### config.mk
export PLATFORM = sky130hd
export DESIGN_NAME = uart_tx_buffered
export DESIGN_NICKNAME = d
export VERILOG_FILES = /design/src/rtl/uart_tx_buffered.sv
export SDC_FILE = /design/constraint.sdc
export NUM_CORES = 1
export LEC_CHECK = 0
export CORE_MARGIN = 10
export CORE_UTILIZATION = 35
export CTS_BUF_LIST = sky130_fd_sc_hd__clkbuf_4
export DETAILED_ROUTE_END_ITERATION = 10
export GPL_ROUTABILITY_DRIVEN = 0
export PLACE_DENSITY_LB_ADDON = 0.08
export SETUP_SLACK_MARGIN = 0.1
export SYNTH_ARGS = -nofsm -noshare
export SYNTH_HDL_FRONTEND = slang
export SYNTH_SLANG_ARGS = --single-unit
### constraint.sdc
create_clock -name clk -period 8.7 [get_ports clk]
set_input_delay 1.305 -clock clk [delete_from_list [all_inputs] [get_ports clk]]
set_output_delay 1.305 -clock clk [all_outputs]
set_load 0.02 [all_outputs]
### src/rtl/uart_tx_buffered.sv
// Buffered UART transmitter: a circular FIFO feeding a frame serialiser that
// sends start, data (LSB first), optional parity and stop bits back-to-back.
module uart_tx_buffered #(
    parameter int CLK_FREQ        = 19200,
    parameter int BAUDRATE        = 9600,
    parameter int DATA_WIDTH      = 8,
    parameter int PARITY          = 0,
    parameter int STOP_BITS       = 1,
    parameter int FIFO_ADDR_WIDTH = 4
) (
    input  logic                       clk,
    input  logic                       rst,
    input  logic                       wr,
    input  logic [DATA_WIDTH-1:0]      data,
    output logic                       full,
    output logic                       empty,
    output logic [FIFO_ADDR_WIDTH:0]   level,
    output logic                       overflow,
    output logic                       line,
    output logic                       busy
);

    localparam int DIV    = CLK_FREQ / BAUDRATE;
    localparam int DEPTH  = 2 ** FIFO_ADDR_WIDTH;
    localparam int LW     = FIFO_ADDR_WIDTH + 1;
    localparam int BAUD_W = (DIV > 2) ? $clog2(DIV) : 1;

    localparam logic [BAUD_W-1:0] BAUD_LAST  = BAUD_W'(DIV - 1);
    localparam logic [3:0]        DATA_LAST  = 4'(DATA_WIDTH - 1);
    localparam logic [3:0]        STOP_LAST  = 4'(STOP_BITS - 1);
    localparam logic              ODD_PARITY = (PARITY == 2);

    typedef enum logic [2:0] {
        S_IDLE,
        S_START,
        S_DATA,
        S_PARITY,
        S_STOP
    } state_t;

    logic [DATA_WIDTH-1:0]      mem [DEPTH];
    logic [FIFO_ADDR_WIDTH-1:0] wr_ptr_q, wr_ptr_d;
    logic [FIFO_ADDR_WIDTH-1:0] rd_ptr_q, rd_ptr_d;
    logic [LW-1:0]              level_q, level_d;
    logic                       full_q, full_d;
    logic                       empty_q, empty_d;
    logic                       overflow_q, overflow_d;
    logic                       push;
    logic                       pop;
    logic [DATA_WIDTH-1:0]      head;

    state_t                     state_q, state_d;
    logic [BAUD_W-1:0]          baud_q, baud_d;
    logic [3:0]                 bit_q, bit_d;
    logic [DATA_WIDTH-1:0]      shift_q, shift_d;
    logic                       parity_q, parity_d;
    logic                       line_q, line_d;
    logic                       baud_last;

    // A push is taken only when there is room; a pop on the same edge does not free a slot in time.
    assign push = wr && !full_q;
    assign head = mem[rd_ptr_q];

    always_ff @(posedge clk) begin
        if (push) begin
            mem[wr_ptr_q] <= data;
        end
    end

    always_comb begin
        wr_ptr_d   = wr_ptr_q;
        rd_ptr_d   = rd_ptr_q;
        level_d    = level_q;
        overflow_d = overflow_q | (wr & full_q);
        if (push) begin
            wr_ptr_d = wr_ptr_q + FIFO_ADDR_WIDTH'(1);
        end
        if (pop) begin
            rd_ptr_d = rd_ptr_q + FIFO_ADDR_WIDTH'(1);
        end
        case ({push, pop})
            2'b10:   level_d = level_q + LW'(1);
            2'b01:   level_d = level_q - LW'(1);
            default: level_d = level_q;
        endcase
        full_d  = (level_d == LW'(DEPTH));
        empty_d = (level_d == '0);
    end

    assign baud_last = (baud_q == BAUD_LAST);

    // line_d carries the level of the bit period that begins on this edge.
    always_comb begin
        state_d  = state_q;
        baud_d   = baud_q + BAUD_W'(1);
        bit_d    = bit_q;
        shift_d  = shift_q;
        parity_d = parity_q;
        line_d   = line_q;
        pop      = 1'b0;
        case (state_q)
            S_IDLE: begin
                baud_d = '0;
                bit_d  = '0;
                line_d = 1'b1;
                if (!empty_q) begin
                    pop      = 1'b1;
                    shift_d  = head;
                    parity_d = (^head) ^ ODD_PARITY;
                    state_d  = S_START;
                    line_d   = 1'b0;
                end
            end
            S_START: begin
                if (baud_last) begin
                    state_d = S_DATA;
                    baud_d  = '0;
                    bit_d   = '0;
                    line_d  = shift_q[0];
                end
            end
            S_DATA: begin
                if (baud_last) begin
                    baud_d = '0;
                    if (bit_q == DATA_LAST) begin
                        bit_d = '0;
                        if (PARITY != 0) begin
                            state_d = S_PARITY;
                            line_d  = parity_q;
                        end else begin
                            state_d = S_STOP;
                            line_d  = 1'b1;
                        end
                    end else begin
                        bit_d   = bit_q + 4'd1;
                        shift_d = shift_q >> 1;
                        line_d  = shift_q[1];
                    end
                end
            end
            S_PARITY: begin
                if (baud_last) begin
                    state_d = S_STOP;
                    baud_d  = '0;
                    bit_d   = '0;
                    line_d  = 1'b1;
                end
            end
            S_STOP: begin
                if (baud_last) begin
                    baud_d = '0;
                    if (bit_q == STOP_LAST) begin
                        bit_d = '0;
                        // Chain straight into the next start bit when more words are waiting.
                        if (!empty_q) begin
                            pop      = 1'b1;
                            shift_d  = head;
                            parity_d = (^head) ^ ODD_PARITY;
                            state_d  = S_START;
                            line_d   = 1'b0;
                        end else begin
                            state_d = S_IDLE;
                            line_d  = 1'b1;
                        end
                    end else begin
                        bit_d = bit_q + 4'd1;
                    end
                end
            end
            default: begin
                state_d = S_IDLE;
                line_d  = 1'b1;
            end
        endcase
    end

    always_ff @(posedge clk or posedge rst) begin
        if (rst) begin
            wr_ptr_q   <= '0;
            rd_ptr_q   <= '0;
            level_q    <= '0;
            full_q     <= 1'b0;
            empty_q    <= 1'b1;
            overflow_q <= 1'b0;
            state_q    <= S_IDLE;
            baud_q     <= '0;
            bit_q      <= '0;
            shift_q    <= '0;
            parity_q   <= 1'b0;
            line_q     <= 1'b1;
        end else begin
            wr_ptr_q   <= wr_ptr_d;
            rd_ptr_q   <= rd_ptr_d;
            level_q    <= level_d;
            full_q     <= full_d;
            empty_q    <= empty_d;
            overflow_q <= overflow_d;
            state_q    <= state_d;
            baud_q     <= baud_d;
            bit_q      <= bit_d;
            shift_q    <= shift_d;
            parity_q   <= parity_d;
            line_q     <= line_d;
        end
    end

    assign full     = full_q;
    assign empty    = empty_q;
    assign level    = level_q;
    assign overflow = overflow_q;
    assign line     = line_q;
    assign busy     = (state_q != S_IDLE);

endmodule

==> summary.txt <==
The following summarizes the physical implementation.

Placed design
The count of port buffers added during placement is 20. The placed cell count is about 640. The detailed placer's ending HPWL is roughly 8.5 mm.

Finish
Per the final layout report, the fraction of cells sized above drive strength 1 comes to 0.176. Multi-input combinational cells in the finished layout were counted as 206. The final standard cell utilization of the core is 0.394.

Leaving out the clock tree, the finished layout contains a buffer count of 26. The fraction of final cell area spent on clock buffers and inverters in this run is 0.0370. The non-clock inverter instance count of the final layout is 9. The area taken by multi-input combinational cells is reported as 0.00185 mm2. The layout report lists the non-clock buffer share of cell area as 0.0333. The final design area excluding fillers is 0.00737 mm2. The layout has 18 clock buffers. Per the layout area report, the register area comes to about 0.0047 mm2. The final layout contains a sequential cell count of roughly 160.

Final timing
The final-report setup violation count is 0. The max-slew check reports its worst relative slack as 0.201. Setup repair after global routing left no endpoint under its margin. The setup TNS is 0 ns. The highest attainable clock frequency is 268 MHz. Looking at the max-slew report, the worst-margin pin has a slew of between 1 and 1.5 ns.

Logic synthesis
The post-synth count of flops with an enable pin is approximately 130. The number of different library cells in the post-synthesis netlist is 46. The area share of the largest cell type after synthesis is 0.577. The XOR/XNOR share of the synthesized area is 0.0145.

By area the synthesized netlist is led by sky130_fd_sc_hd__edfxtp_1 58%, sky130_fd_sc_hd__dfrtp_1 12%, sky130_fd_sc_hd__mux4_2 11%. The post-synthesis cell count from yosys is just under 400. The top flip-flop cell by instance count after synthesis is sky130_fd_sc_hd__edfxtp_1. Per the synth stats, the proportion of register bits with asynchronous set or reset is 0.205. The cell with the most instances after synthesis is sky130_fd_sc_hd__edfxtp_1. After synthesis, the mean cell area works out to about 17 um2. The biggest area contributor in the post-synthesis netlist is sky130_fd_sc_hd__edfxtp_1. After synthesis, the largest family of logic cells by area is multiplexers.

The post-synthesis instance area is between 0.006 and 0.007 mm2. Ranked by instance count, the synthesized netlist is headed by 128 x sky130_fd_sc_hd__edfxtp_1, 33 x sky130_fd_sc_hd__mux4_2, 31 x sky130_fd_sc_hd__dfrtp_1. Synthesis handed over a netlist of approximately 400 instances.

Global routing
The fraction of met3 tracks used by global routing is 0.0312. The met1 demand-to-capacity share in global routing is 0.153. The number of global-route vias before repair is between 3000 and 4000. The total track usage is 0.119.

Looking at the global route congestion table, the highest-usage layer is met2.

CTS
TritonCTS built the clock tree. The clock transition at the registers of the reported paths is ~0.13 ns. The clock buffer count from CTS is 17.

At the later pin of the worst-skew pair, clock insertion delay measures approximately 0.54 ns. Buffers inserted to repair hold after CTS numbered 0. The clock tree has to reach approximately 160 sinks.

Route
After detailed routing, the met2 layer carries a little under 7 mm of wire. For this block, the initial DRC count from the detailed router was ~240. Dividing the detail-routed via count by the number of cells gives 5.11. The top layer used by detailed routing is met4.

The routed wirelength normalized by instance count is ~21 um.

Power
The power per unit of standard cell area is between 300 and 400 mW/mm2. The maximum VDD drop is about 150 uV. Per the OpenROAD power report, leakage power amounts to ~0.0025 uW.

Setup path
Per the STA report, the cell with the highest stage delay on the worst path is sky130_fd_sc_hd__nor2b_1. The type of the worst setup path is primary input to flip-flop. STA classifies the critical path endpoint as a flip-flop. The number of buffers and inverters on the critical path is 2. The data arrival at the endpoint of the critical path is 4.21 ns. STA classifies the critical path startpoint as a primary input.

Per STA, the worst path accumulates the most delay in the family adder cells.

Floorplanning
The fraction of the core area occupied by cells at floorplan is 0.356. In this run the vertical extent of the chip is about 160 um. The number of ports placed on the die boundary is 21.

In this run the standard cell core region covers about 0.019 mm2. The die is 158 um wide.

Outcome
The flow ran to the end, and the final reports show no timing, DRC or antenna violations.

Worst hold path
The type recorded for the worst min-delay path is flip-flop to flip-flop. The startpoint of the tightest hold check path is overflow.

Run
Max-cap violations in this run came to 0.
-- where the power goes --
part	switching [uW]	internal, uW	leakage, uW
Clock	267	174	0.000152
Combinational	456	396	0.000798
Sequential	139	973	0.00155
Total	862	1540	0.00250
-- flip-flops by register name, summed over array words and instances, names as in the netlist --
name       cells
bit_q          4
shift_q        8
overflow       1
wr_ptr_q       4
baud_last      1
rd_ptr_q       4
state_q        3
full           1
empty          1
line           1
mem          128
level          5
-- how the worst max path moves through the flow --
| stage | from | end | slack, ns |
|---|---|---|---|
| 6_report | wr | empty | 4.96 |
| 3_5_place_dp | wr | empty | 4.44 |
| 5_1_grt | wr | empty | 4.83 |
| 3_3_place_gp | wr | empty | 4.55 |
| 4_1_cts | wr | empty | 5.01 |
| 2_1_floorplan | wr | empty | 5.33 |
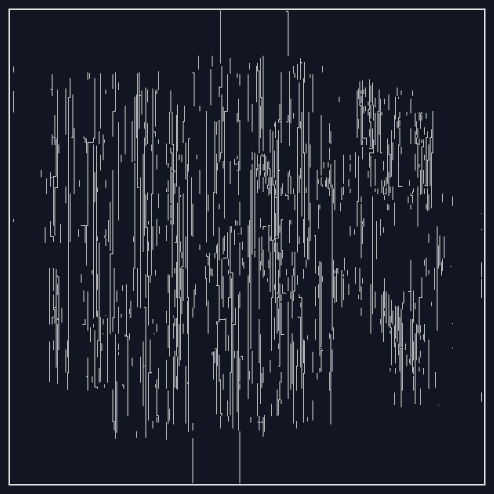
(signal wires on met2)
Scale: 3 px per um.
nets with wire on the layer: 386
share of all routed wire: 49%
longest straight run: 91.8 um
main direction: vertical
wire length on this layer: 6820 um
met2 track demand over resource in global routing: 0.194
total via count in the routed design: 3408
WL final: 13.9 mm

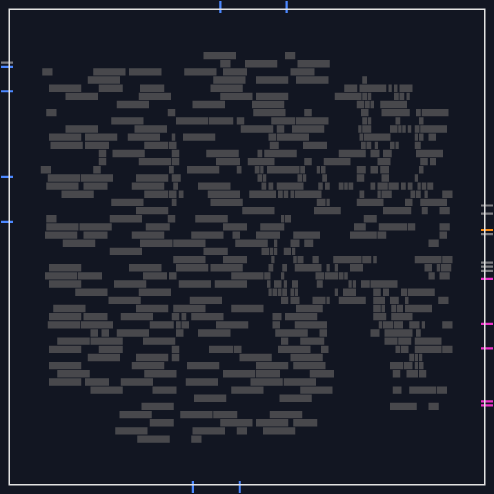
(pin map)
Scale: 3 px per um. Pins as bars across the die edge, other pins in grey.
[magenta] level | pins: 5 | direction: output | edge: right
[orange] empty | pins: 1 | direction: output | edge: right
[blue] data | pins: 8 | direction: input | edge: 4 left, 2 bottom, 2 top

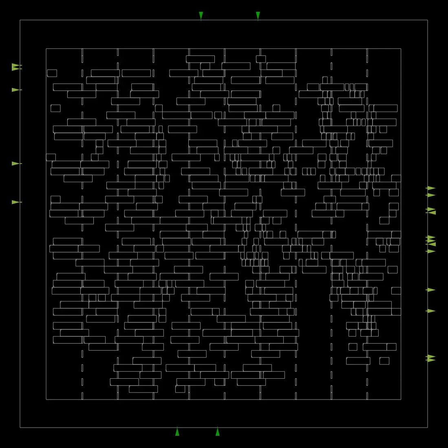
(cell placement)
well-tap cell count: 234
number of standard cells in the layout, taps in and fillers out: 667
flop share of the area: 0.634

Power and IR drop assume default switching activity.
